## src/rtl/uart_ctrl.sv

```systemverilog
// -----------------------------------------------------------------------------
// uart_ctrl
//
// Register-mapped control and scheduling block for the UART. It sits between
// the CPU request/ack bus and the UART engines, buffers TX and RX characters in
// small FIFOs, feeds the TX engine over a valid/ready handshake, and owns the
// baud-rate select. A baud change is staged in CTRL: TX issue pauses until both
// engines are idle, and only then is the new select applied, so no frame is
// ever sent or received at mixed rates.
//
// Ports
//   clk_i, rst_i      clock, synchronous active-high reset
//   req_i, we_i       bus request pulse and write enable
//   addr_i, wdata_i   register word index and write data
//   rdata_o, ack_o    read data (valid only while ack_o is high) and ack
//   baud_sel_o        active baud select to the baud generator
//   tx_busy_i         TX engine mid-frame
//   rx_busy_i         RX engine mid-frame
//   tx_valid_o        TX FIFO head offered to the TX engine
//   tx_data_o         TX FIFO head
//   tx_ready_i        TX engine accepts the head
//   rx_valid_i        one-cycle pulse, received character available
//   rx_data_i         received character
//   irq_o             level interrupt (registered)
//   state_dbg         baud scheduler state (0=RUN, 1=DRAIN, 2=SWITCH)
//
// Handshake: a TX transfer happens on every rising clock edge where
// tx_valid_o and tx_ready_i are both high; tx_valid_o and tx_data_o depend on
// registered state only, never on tx_ready_i.
//
// Register map (word index)
//   0 CTRL    [1:0] requested baud, [2] tx_en, [3] rx_en, [4] rx_irq_en
//   1 STATUS  [0] tx_full, [1] tx_empty, [2] rx_nonempty, [3] rx_overrun (W1C),
//             [4] baud_pending, [6:5] active baud, [7] tx_drop (W1C)
//   2 TXDATA  write pushes a character; reads return 0
//   3 RXDATA  read returns {valid, data} and pops; writes ignored
// -----------------------------------------------------------------------------
module uart_ctrl #(
   parameter int FifoDepth = 4,
   parameter int DataWidth = 8
) (
   input  logic                 clk_i,
   input  logic                 rst_i,
   input  logic                 req_i,
   input  logic                 we_i,
   input  logic [1:0]           addr_i,
   input  logic [31:0]          wdata_i,
   output logic [31:0]          rdata_o,
   output logic                 ack_o,
   output logic [1:0]           baud_sel_o,
   input  logic                 tx_busy_i,
   input  logic                 rx_busy_i,
   output logic                 tx_valid_o,
   output logic [DataWidth-1:0] tx_data_o,
   input  logic                 tx_ready_i,
   input  logic                 rx_valid_i,
   input  logic [DataWidth-1:0] rx_data_i,
   output logic                 irq_o,
   output logic [1:0]           state_dbg
);

   localparam int AW = $clog2(FifoDepth);
   localparam logic [AW:0] PtrOne = 1;

   typedef enum logic [1:0] {
      ST_RUN    = 2'd0,
      ST_DRAIN  = 2'd1,
      ST_SWITCH = 2'd2
   } state_t;

   state_t state_q, state_d;

   logic [4:0] ctrl_q;
   logic       rx_overrun_q;
   logic       tx_drop_q;

   // FIFO storage and pointers (one extra wrap bit distinguishes full/empty)
   logic [DataWidth-1:0] tx_mem [FifoDepth];
   logic [DataWidth-1:0] rx_mem [FifoDepth];
   logic [AW:0]          tx_wp, tx_rp, rx_wp, rx_rp;
   logic                 tx_full, tx_empty, rx_full, rx_empty;
   logic [DataWidth-1:0] rx_head;

   logic        bus_go, bus_wr, bus_rd;
   logic        tx_push_req, tx_push, tx_pop, tx_drop_set;
   logic        rx_cap, rx_push, rx_pop, rx_ovr_set;
   logic        baud_pending;
   logic [7:0]  status;
   logic [31:0] rd_val;

   // Upper write-data bits are intentionally don't-care.
   logic unused_wdata;
   assign unused_wdata = ^wdata_i;

   assign tx_empty = (tx_wp == tx_rp);
   assign tx_full  = (tx_wp[AW] != tx_rp[AW]) && (tx_wp[AW-1:0] == tx_rp[AW-1:0]);
   assign rx_empty = (rx_wp == rx_rp);
   assign rx_full  = (rx_wp[AW] != rx_rp[AW]) && (rx_wp[AW-1:0] == rx_rp[AW-1:0]);
   assign rx_head  = rx_mem[rx_rp[AW-1:0]];

   // A request arriving while the previous ack is still out is ignored.
   assign bus_go = req_i && !ack_o;
   assign bus_wr = bus_go && we_i;
   assign bus_rd = bus_go && !we_i;

   assign tx_valid_o = ctrl_q[2] && !tx_empty && (state_q == ST_RUN);
   assign tx_data_o  = tx_mem[tx_rp[AW-1:0]];

   // A pop in the same cycle frees a slot, so a push into a full FIFO still lands.
   assign tx_pop      = tx_valid_o && tx_ready_i;
   assign tx_push_req = bus_wr && (addr_i == 2'd2);
   assign tx_push     = tx_push_req && (!tx_full || tx_pop);
   assign tx_drop_set = tx_push_req && tx_full && !tx_pop;

   assign rx_pop     = bus_rd && (addr_i == 2'd3) && !rx_empty;
   assign rx_cap     = rx_valid_i && ctrl_q[3];
   assign rx_push    = rx_cap && (!rx_full || rx_pop);
   assign rx_ovr_set = rx_cap && rx_full && !rx_pop;

   assign baud_pending = (ctrl_q[1:0] != baud_sel_o);
   assign state_dbg    = state_q;

   always_comb begin
      status    = '0;
      status[0] = tx_full;
      status[1] = tx_empty;
      status[2] = !rx_empty;
      status[3] = rx_overrun_q;
      status[4] = baud_pending;
      status[6:5] = baud_sel_o;
      status[7] = tx_drop_q;
   end

   always_comb begin
      rd_val = '0;
      if (bus_rd) begin
         case (addr_i)
            2'd0: rd_val[4:0] = ctrl_q;
            2'd1: rd_val[7:0] = status;
            2'd3: begin
               if (!rx_empty) begin
                  rd_val[DataWidth]     = 1'b1;
                  rd_val[DataWidth-1:0] = rx_head;
               end
            end
            default: rd_val = '0;
         endcase
      end
   end

   // Baud scheduler: next-state logic
   always_comb begin
      state_d = state_q;
      case (state_q)
         ST_RUN: begin
            if (baud_pending) state_d = ST_DRAIN;
         end
         ST_DRAIN: begin
            // Rewriting CTRL back to the active rate cancels the change.
            if (!baud_pending)                state_d = ST_RUN;
            else if (!tx_busy_i && !rx_busy_i) state_d = ST_SWITCH;
         end
         ST_SWITCH: state_d = ST_RUN;
         default:   state_d = ST_RUN;
      endcase
   end

   always_ff @(posedge clk_i) begin
      if (rst_i) begin
         state_q    <= ST_RUN;
         baud_sel_o <= 2'b00;
      end else begin
         state_q <= state_d;
         if (state_q == ST_SWITCH) baud_sel_o <= ctrl_q[1:0];
      end
   end

   // Registers, sticky flags and bus response
   always_ff @(posedge clk_i) begin
      if (rst_i) begin
         ctrl_q       <= '0;
         rx_overrun_q <= 1'b0;
         tx_drop_q    <= 1'b0;
         ack_o        <= 1'b0;
         rdata_o      <= '0;
         irq_o        <= 1'b0;
      end else begin
         ack_o   <= bus_go;
         rdata_o <= rd_val;
         irq_o   <= (ctrl_q[4] && !rx_empty) || rx_overrun_q || tx_drop_q;

         if (bus_wr && (addr_i == 2'd0)) ctrl_q <= wdata_i[4:0];

         // A new event in the same cycle as a clear wins, so it is not lost.
         if (bus_wr && (addr_i == 2'd1) && wdata_i[3]) rx_overrun_q <= 1'b0;
         if (rx_ovr_set)                               rx_overrun_q <= 1'b1;
         if (bus_wr && (addr_i == 2'd1) && wdata_i[7]) tx_drop_q    <= 1'b0;
         if (tx_drop_set)                              tx_drop_q    <= 1'b1;
      end
   end

   // TX FIFO
   always_ff @(posedge clk_i) begin
      if (rst_i) begin
         tx_wp <= '0;
         tx_rp <= '0;
         for (int i = 0; i < FifoDepth; i++) tx_mem[i] <= '0;
      end else begin
         if (tx_push) begin
            tx_mem[tx_wp[AW-1:0]] <= wdata_i[DataWidth-1:0];
            tx_wp <= tx_wp + PtrOne;
         end
         if (tx_pop) tx_rp <= tx_rp + PtrOne;
      end
   end

   // RX FIFO
   always_ff @(posedge clk_i) begin
      if (rst_i) begin
         rx_wp <= '0;
         rx_rp <= '0;
         for (int i = 0; i < FifoDepth; i++) rx_mem[i] <= '0;
      end else begin
         if (rx_push) begin
            rx_mem[rx_wp[AW-1:0]] <= rx_data_i;
            rx_wp <= rx_wp + PtrOne;
         end
         if (rx_pop) rx_rp <= rx_rp + PtrOne;
      end
   end

endmodule

```

## config.mk

```make
export PLATFORM = sky130hd
export DESIGN_NAME = uart_ctrl
export DESIGN_NICKNAME = d
export VERILOG_FILES = /design/src/rtl/uart_ctrl.sv
export SDC_FILE = /design/constraint.sdc
export NUM_CORES = 1
export LEC_CHECK = 0
export CAP_MARGIN = 20
export CORE_UTILIZATION = 25
export CTS_BUF_LIST = sky130_fd_sc_hd__clkbuf_4 sky130_fd_sc_hd__clkbuf_8
export DETAILED_ROUTE_END_ITERATION = 10
export GPL_TIMING_DRIVEN = 0
export PLACE_DENSITY_LB_ADDON = 0.25
export SYNTH_ARGS = -nofsm -noshare
export SYNTH_HDL_FRONTEND = slang
export SYNTH_SLANG_ARGS = --single-unit
```

## constraint.sdc

```tcl
create_clock -name clk_i -period 2.39 [get_ports clk_i]
set_input_delay 0.478 -clock clk_i [delete_from_list [all_inputs] [get_ports clk_i]]
set_output_delay 0.478 -clock clk_i [all_outputs]
set_load 0.01 [all_outputs]
```

Figure 1. Track usage over the die (run 1).
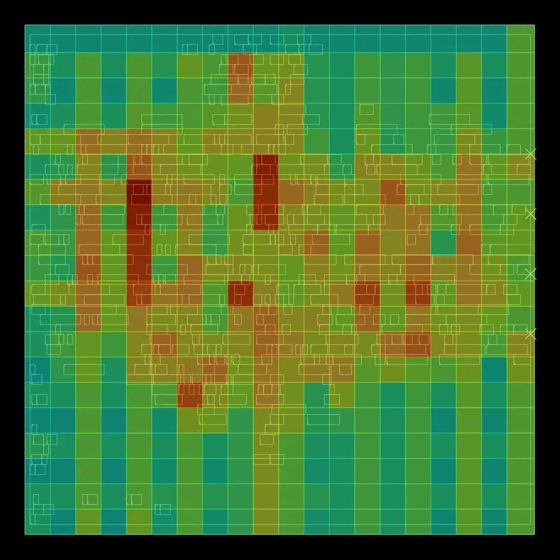
per-cell routed wire length: 15.1 um
GRT Overall Usage: 11.6%
met2 usage in global routing: 21.7%

Figure 2. Logic cells by family (run 1).
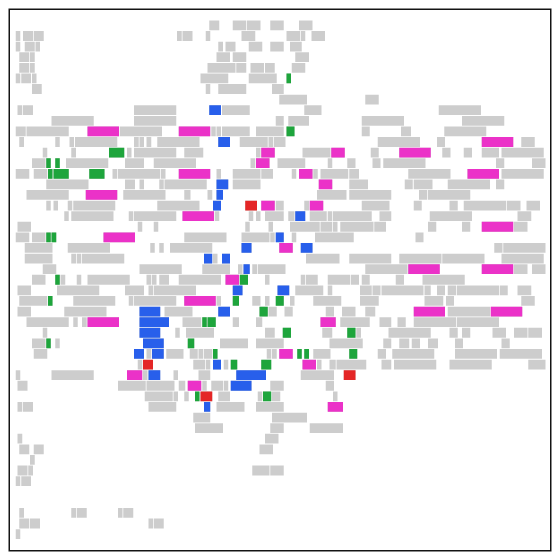
legend:
  nand cells:
    color: green
    cells: 30
    most_used: nand2_1
  aoi and oai cells:
    color: blue
    cells: 26
    where: center
  non-inverting ao/oa cells:
    color: red
    cells: 4
    most_used: a31o_2
  mux cells:
    color: magenta
    cells: 31
    most_used: mux4_2

Figure 3. Sequential cells colored by netlist name (run 1).
Bar = 50 um. Other sequential cells in the stronger gray, the rest of the logic in the fainter gray.
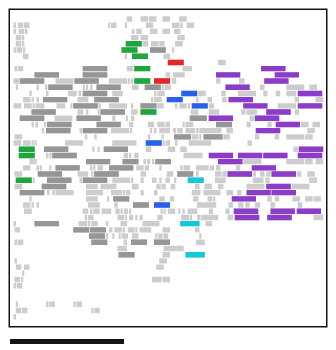
legend:
  `state_dbg`:
    color: red
    flops: 2
  `tx_mem`:
    color: purple
    flops: 32
  `tx_wp`:
    color: cyan
    flops: 3
  `rdata_o`:
    color: green
    flops: 9
  `ctrl_q`:
    color: blue
    flops: 5
not colored: 51

==> flow_summary.ini, run 1 <==
; synthesis and place-and-route metrics
[run_status]
outcome = finished with violations
failed_checks = DRC

[pwr]
vdd.ir_drop.worst_uv = 279
power.density_mw_per_mm2 = 547
cellLeakagePower_nw = 2.23
power.total_mw = 3.26

[route]
route.detailed.drc = 9
drt-total-wl_mm = 10.6
drt-pass1-iter-count = 7
ant_nets = 0
via_per_inst = 4.31
first_iter_violations = 115
via_count = 3015

[synthesis]
xor_area_share_pct = 2.07
synth-edff-count = 64
ys_types = 55
share_of_synthesized_cell_area_in_and_or_and_or_and_compound_cells_pct = 5.10
top_area_cell = edfxtp_1
synthArstFlopShare_pct = 0
area_fraction_in_and_or_nand_and_nor_cells_pct = 17.2
ys_sh_adder_pct = 1.07
top_area_share_pct = 41.2
netlist_top_cells_area = edfxtp_1, dfxtp_1, mux4_2
synthFlopType = edfxtp_1
top_logic_kind = simple AND/OR/NAND/NOR gates
syn_avg_cell_area_sq_um = 12.3
postSynthCellCount = 380
synth-area-yosys_sq_mm = 0.00466
synth_flops = 102
post_synth_instance_area_sq_mm = 0.00466
synth.area.mux_share_pct = 11.0
yosys_cells = 380
warnings_from_yosys = 0
ys_top_cells_by_count = edfxtp_1, nor2_1, dfxtp_1
synth.yosys.seq_area_share_pct = 57.5

[floorplanning]
boundaryPins = 97
floorplan.die_area_sq_mm = 0.0192
area_of_the_core_sq_mm = 0.0181
die.size.x_um = 139
placementRows = 49
floorplanUtilization_pct = 25.7
die_height_um = 139

[final_timing]
max_clock_freq_mhz = 427
slew_violations = 0
worst_slew_pin_slew_ns = 0.878
setup_repair_after_global_routing_missed_its_margin = no
report.final.setup_viol = 0
final_worst_path_period_share_pct = 98.0
finClkSkew_ns = 0.00814
finalWorstPathRequiredPeriod_ns = 2.34
relSlewSlack_pct = 41.1
final_hold_viol_count = 0

[cts]
ctsRootBufferMaster = clkbuf_8
holdBufCountCts = 0
cts.sinks = 102
cts.reportedPaths.clkPinSlew_ns = 0.10
cts_buffer_depth = 2
clock_latency_reported_for_the_late_side_of_the_worst_skew_pair_ns = 0.37
cts_tree = done
cts_h_tree_depth = 3
cts-buffers-inserted = 9

[grt]
maximum_number_of_pins_on_one_net_before_global_route_repair = 18
grt_remaining_overflow = 0
first_global_vias = 3139
number_of_antenna_violations_at_the_first_check_in_global_routing = 0
first_pass_grt_wire_length_mm = 16.8

[finish]
antenna_cells = 0
n_fill_cell = 1847
final_nets = 520
drive_gt1_share_pct = 21.0
logic_area_sq_mm = 0.00196
register_area_sq_mm = 0.00270
flow.area_growth_from_synthesis_pct = 27.9
final_design_area_no_fill_sq_mm = 0.00596

[worst_setup_path]
start_kind = flop
worst-path-max-fanout = 8
beginning_of_the_worst_register_to_register_path = state_dbg[1]
critPathRequiredTime_ns = 1.91
cp-end-kind = primary output
worst-setup-path-type = reg2out
timing.critical_path.arrival_ns = 1.86

[place]
dpl_cell_area_sq_mm = 0.00553
routabilityCongestion = 0.728
dp_hpwl_mm = 7.60
numPortBuffers = 49

[run]
warning_count = 50
total_of_max_cap_violations = 0

[worst_hold_path]
worst_hold_path_type = reg2reg
worstHoldStart = tx_drop_q
-- run 1: cells by family (layout without fill, tap and decap cells) --
kind of cell,after synthesis,count (layout)
other,1,23
adders and majority gates,4,4
buffers and inverters,49,118
DFF,102,102
AOI/OAI and AO/OA,30,30
xor gates and xnor gates,11,11
and+or+nand+nor,152,152
muxes,31,31
-- run 1: worst paths after layout --
check | slack, ns | depth (start not counted) | to
worst max-delay path | 0.05 | 2 | tx_data_o[7]
worst min-delay path | 0.53 | 1 | rdata_o[7]
worst max register to register | 0.13 | 4 | tx_mem[3][2]
worst min register to register | 0.53 | 1 | rdata_o[7]
-- run 1: final cells by class --
class	count	area share (%)
Tap cell	229	4.80
Buffer	34	3.78
Inverter	12	0.755
Clock inverter	6	1.05
Clock buffer	10	2.20
Sequential cell	102	45.2
Timing Repair Buffer	56	9.42
Multi-Input combinational cell	251	32.8
-- run 1: sequential cells by signal, indices dropped and copies added, names as in the netlist, named ones only --
name	count
ack_o	1
irq_o	1
rx_rp	3
tx_wp	3
rdata_o	9
tx_rp	3
rx_mem	32
rx_wp	3
rx_overrun_q	1
state_dbg	2
tx_mem	32
baud_sel_o	2
ctrl_q	5
tx_drop_q	1
-- run 1: cell usage in the layout (no fill, tap or decap), drive strengths merged, types with 5 or more instances in the layout --
master / instances
nor2: 64
dfxtp: 38
clkdlybuf4s50: 45
nand2b: 5
nand2: 18
and2: 34
conb: 23
mux2i: 12
nor2b: 6
mux4: 16
edfxtp: 64
inv: 13
buf: 35
clkbuf: 16
xor2: 7
-- run 1: metal layers --
layer | up-vias | global-route usage [%] | wire length [um]
met5 | - | 0 | 0
met4 | 0 | 2.84 | 96
met3 | 10 | 2.69 | 403
met2 | 60 | 21.7 | 5630
met1 | 1463 | 13.2 | 4460
li1 | 1482 | - | -
-- run 1: metrics by stage --
| stage | hold WS [ns] | setup TNS (ns) | setup slack, ns | utilization (%) | instances |
|---|---|---|---|---|---|
| CTS | 0.531 | 0 | 0.00712 | 32.6 | 697 |
| global route | 0.565 | 0 | 0.00562 | 32.9 | 700 |
| finish | 0.531 | 0 | 0.0478 | 32.9 | 700 |
| floorplan | 0.456 | 0 | 0.0692 | - | 402 |
| global placement | 0.484 | -97.44 | -1.38 | 30.4 | 680 |
| detailed placement | 0.508 | -95.25 | -1.22 | 30.5 | 680 |
-- run 1: worst max-delay path, cell delays in order, from the launching register on --
cell,delay [ns]
dfxtp_1,0.62
mux4_2,0.39
clkdlybuf4s50_1,0.49
-- run 1: power breakdown --
| part | switching (mW) | internal [mW] |
|---|---|---|
| logic | 0.136 | 0.124 |
| registers | 0.0162 | 1.91 |
| clock network | 0.587 | 0.495 |
| total | 0.739 | 2.52 |
-- run 1: what timing repair did --
action,in CTS,in global routing
pin swaps,4,1
resized,35,7
hold endpoints to repair,0,0
setup endpoints to repair,103,54
cloned,0,0
setup buffers,4,3
--- run 2 (diff from run 1) ---
--- a/config.mk
+++ b/config.mk
@@ -5,7 +5,10 @@
 export SDC_FILE = /design/constraint.sdc
 export NUM_CORES = 1
 export LEC_CHECK = 0
+export ABC_AREA = 0
 export CAP_MARGIN = 20
+export CELL_PAD_IN_SITES_DETAIL_PLACEMENT = 1
+export CELL_PAD_IN_SITES_GLOBAL_PLACEMENT = 1
 export CORE_UTILIZATION = 25
 export CTS_BUF_LIST = sky130_fd_sc_hd__clkbuf_4 sky130_fd_sc_hd__clkbuf_8
 export DETAILED_ROUTE_END_ITERATION = 10
Figure 4. Logic cells by family (run 2).
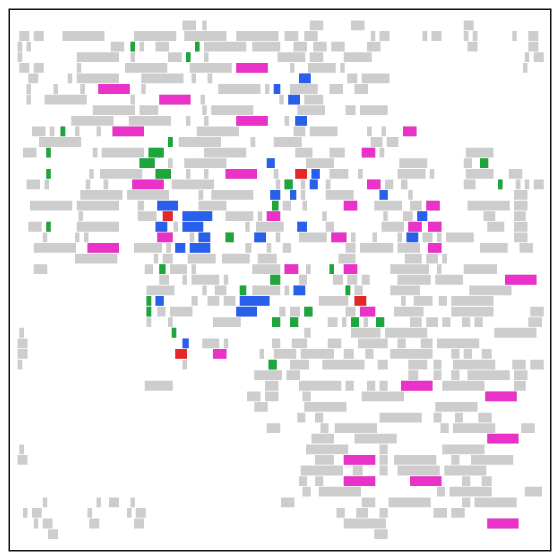
legend:
  nand cells:
    color: green
    cells: 30
    most_used: nand2_1
  mux cells:
    color: magenta
    cells: 31
    most_used: mux4_2
    where: widely spread
  aoi and oai cells:
    color: blue
    cells: 26
  non-inverting ao/oa cells:
    color: red
    cells: 4
    most_used: a31o_2
    where: center
most instantiated logic cell after routing: edfxtp_1
post-route insts no fill: 707
share of cell area taken by multi-input logic gates: 32.3%

Figure 5. Sequential cells colored by netlist name (run 2).
Bar = 50 um. Other sequential cells in the stronger gray, the rest of the logic in the fainter gray.
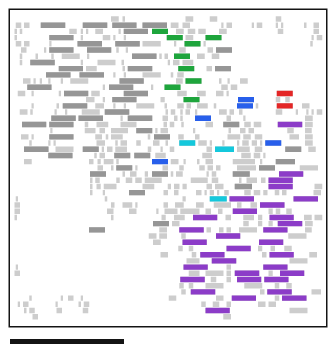
legend:
  `state_dbg`:
    color: red
    flops: 2
  `tx_mem`:
    color: purple
    flops: 32
  `tx_wp`:
    color: cyan
    flops: 3
  `rdata_o`:
    color: green
    flops: 9
    where: top center
  `ctrl_q`:
    color: blue
    flops: 5
not colored: 51
final core area utilization: 33.0%
Seq power: 1.92 mW
proportion of cell area occupied by registers: 45.0%

==> run 2 against run 1 <==
Against the previous run: the run still ends with DRC left; total power increased by 0.71%; sequential share of layout area decreased by 0.23 points; maximum frequency increased by 1.5%; setup slack improved by 0.034 ns; final cell count increased by 1.0%; count of clock-buffer cells in the layout decreased by 1; clock power about the same; routed wire length increased by 10%; critical endpoint unchanged.
==> flow_summary.ini, run 2 <==
; synthesis and place-and-route metrics
[run_status]
outcome = finished with violations
failed_checks = DRC

[floorplanning]
die_height_um = 139
placementRows = 49
floorplan.die_area_sq_mm = 0.0192
boundaryPins = 97
area_of_the_core_sq_mm = 0.0181
floorplanUtilization_pct = 25.7
die.size.x_um = 139

[final_timing]
final_critical_path_setup_slack_ns = 0.0814
worst_slew_pin_slew_ns = 0.798
finalWorstPathRequiredPeriod_ns = 2.31
final_worst_path_period_share_pct = 96.6
hold-worst-slack_ns = 0.528
max_clock_freq_mhz = 433
report.final.setup_viol = 0
fin_setup_tns_ns = 0
final_hold_viol_count = 0
slew_violations = 0
relSlewSlack_pct = 46.7
finClkSkew_ns = 0.0143

[cts]
cts-buffers-inserted = 9
cts.reportedPaths.clkPinSlew_ns = 0.11
clock_latency_reported_for_the_late_side_of_the_worst_skew_pair_ns = 0.39
cts.sinks = 102
holdBufCountCts = 0
ctsRootBufferMaster = clkbuf_8
cts_buffer_depth = 2
cts_h_tree_depth = 3
cts_tree = done

[worst_setup_path]
worst-setup-path-type = reg2out
critPathRequiredTime_ns = 1.91
start_kind = flop
cp-end-kind = primary output
worst-path-max-fanout = 8
beginning_of_the_worst_register_to_register_path = tx_wp[0]
timing.critical_path.arrival_ns = 1.83

[grt]
global_route.usage.total_pct = 12.7
maximum_number_of_pins_on_one_net_before_global_route_repair = 20
number_of_antenna_violations_at_the_first_check_in_global_routing = 0
grt_remaining_overflow = 0
first_global_vias = 3272
first_pass_grt_wire_length_mm = 18.3

[finish]
drive_gt1_share_pct = 22.2
final_nets = 527
flow.area_growth_from_synthesis_pct = 28.4
top_regs = rx_mem (32), tx_mem (32), rdata_o (9)
logic_area_sq_mm = 0.00194
layout_top_cells = edfxtp_1, nor2_1, clkdlybuf4s50_1
antenna_cells = 0
register_area_sq_mm = 0.00269
n_fill_cell = 1989

[route]
via_count = 3094
detail_route.wl_per_cell_um = 16.5
route.detailed.drc = 6
via_per_inst = 4.38
drt-total-wl_mm = 11.7
drt-pass1-iter-count = 7
ant_nets = 0
first_iter_violations = 146

[synthesis]
syn_avg_cell_area_sq_um = 12.3
post_synth_instance_area_sq_mm = 0.00466
synth.yosys.seq_area_share_pct = 57.5
top_area_cell = edfxtp_1
yosys_cells = 380
top_area_share_pct = 41.2
ys_types = 55
warnings_from_yosys = 0
postSynthCellCount = 380
synthFlopType = edfxtp_1
synthArstFlopShare_pct = 0
synth_flops = 102
synth-edff-count = 64
synth-area-yosys_sq_mm = 0.00466
netlist_top_cells_area = edfxtp_1, dfxtp_1, mux4_2
ys_top_cells_by_count = edfxtp_1, nor2_1, dfxtp_1

[worst_hold_path]
worstHoldStart = state_dbg[0]
worst_hold_path_type = reg2reg

[place]
numPortBuffers = 49
routabilityCongestion = 0.739
dp_hpwl_mm = 8.29
preCtsSetupSlack_ns = -1.18

[run]
warning_count = 50
total_of_max_cap_violations = 0

[pwr]
power.density_mw_per_mm2 = 549
cellLeakagePower_nw = 2.25
vdd.ir_drop.worst_uv = 230
-- run 2: worst paths after layout --
check                                     to  slack [ns]  depth (start not counted)
worst max-delay path            tx_data_o[7]        0.08                          2
worst min-delay path            state_dbg[1]        0.53                          2
worst max register to register  tx_mem[2][4]        0.26                          6
worst min register to register  state_dbg[1]        0.53                          2
-- run 2: metal layers --
| layer | wire length [um] | vias to the layer above | GRT usage [%] |
|---|---|---|---|
| li1 | - | 1492 | - |
| met4 | 168 | 0 | 4.97 |
| met1 | 4950 | 1544 | 15.2 |
| met5 | 0 | - | 0 |
| met3 | 362 | 12 | 2.45 |
| met2 | 6170 | 46 | 22.6 |
-- run 2: logic make-up (layout without fill, tap and decap cells) --
group | after synthesis | after routing | share of synthesized area (%)
buf+inv | 49 | 125 | 5.98
compound gates | 30 | 30 | 5.10
other cells | 1 | 23 | 0.0804
mux | 31 | 31 | 11.0
fa+ha+maj | 4 | 4 | 1.07
simple gates | 152 | 152 | 17.2
xor+xnor | 11 | 11 | 2.07
flops | 102 | 102 | 57.5
-- run 2: worst max-delay path, stage by stage (launching register included) --
cell and delay [ns]:
dfxtp_4 0.44, mux4_2 0.51, clkdlybuf4s50_1 0.49
-- run 2: power by group --
part	internal [mW]	switching (mW)	total [mW]	leakage, nW
combinational	0.122	0.139	0.261	1.19
clock	0.406	0.696	1.10	0.0964
sequential	1.91	0.0163	1.92	0.967
-- run 2: final cells by class --
class                           instances  area share, %
Buffer                                 34           3.76
Timing Repair Buffer                   63           10.2
Clock buffer                            9           2.07
Sequential cell                       102           45.0
Tap cell                              229           4.78
Multi-Input combinational cell        251           32.3
Clock inverter                          7           1.15
Inverter                               12          0.752
-- run 2: repair_timing --
item	4_1_cts	5_1_grt
setup endpoints to repair	109	54
setup buffers	7	7
cloned	0	0
gates resized	33	8
pin swaps	6	2
-- run 2: stage by stage --
| stage | cells | power [mW] | util (%) | cell area [sq um] |
|---|---|---|---|---|
| after floorplan | 402 | 2.10 | - | 4750 |
| after global placement | 680 | 2.21 | 30.4 | 5520 |
| after detailed placement | 680 | 2.21 | 30.5 | 5530 |
| after CTS | 700 | 3.32 | 32.5 | 5910 |
| after global routing | 707 | 3.43 | 33.0 | 5990 |
| final | 707 | 3.29 | 33.0 | 5990 |
Power figures rest on the tool's default switching activity, not on a simulated workload.
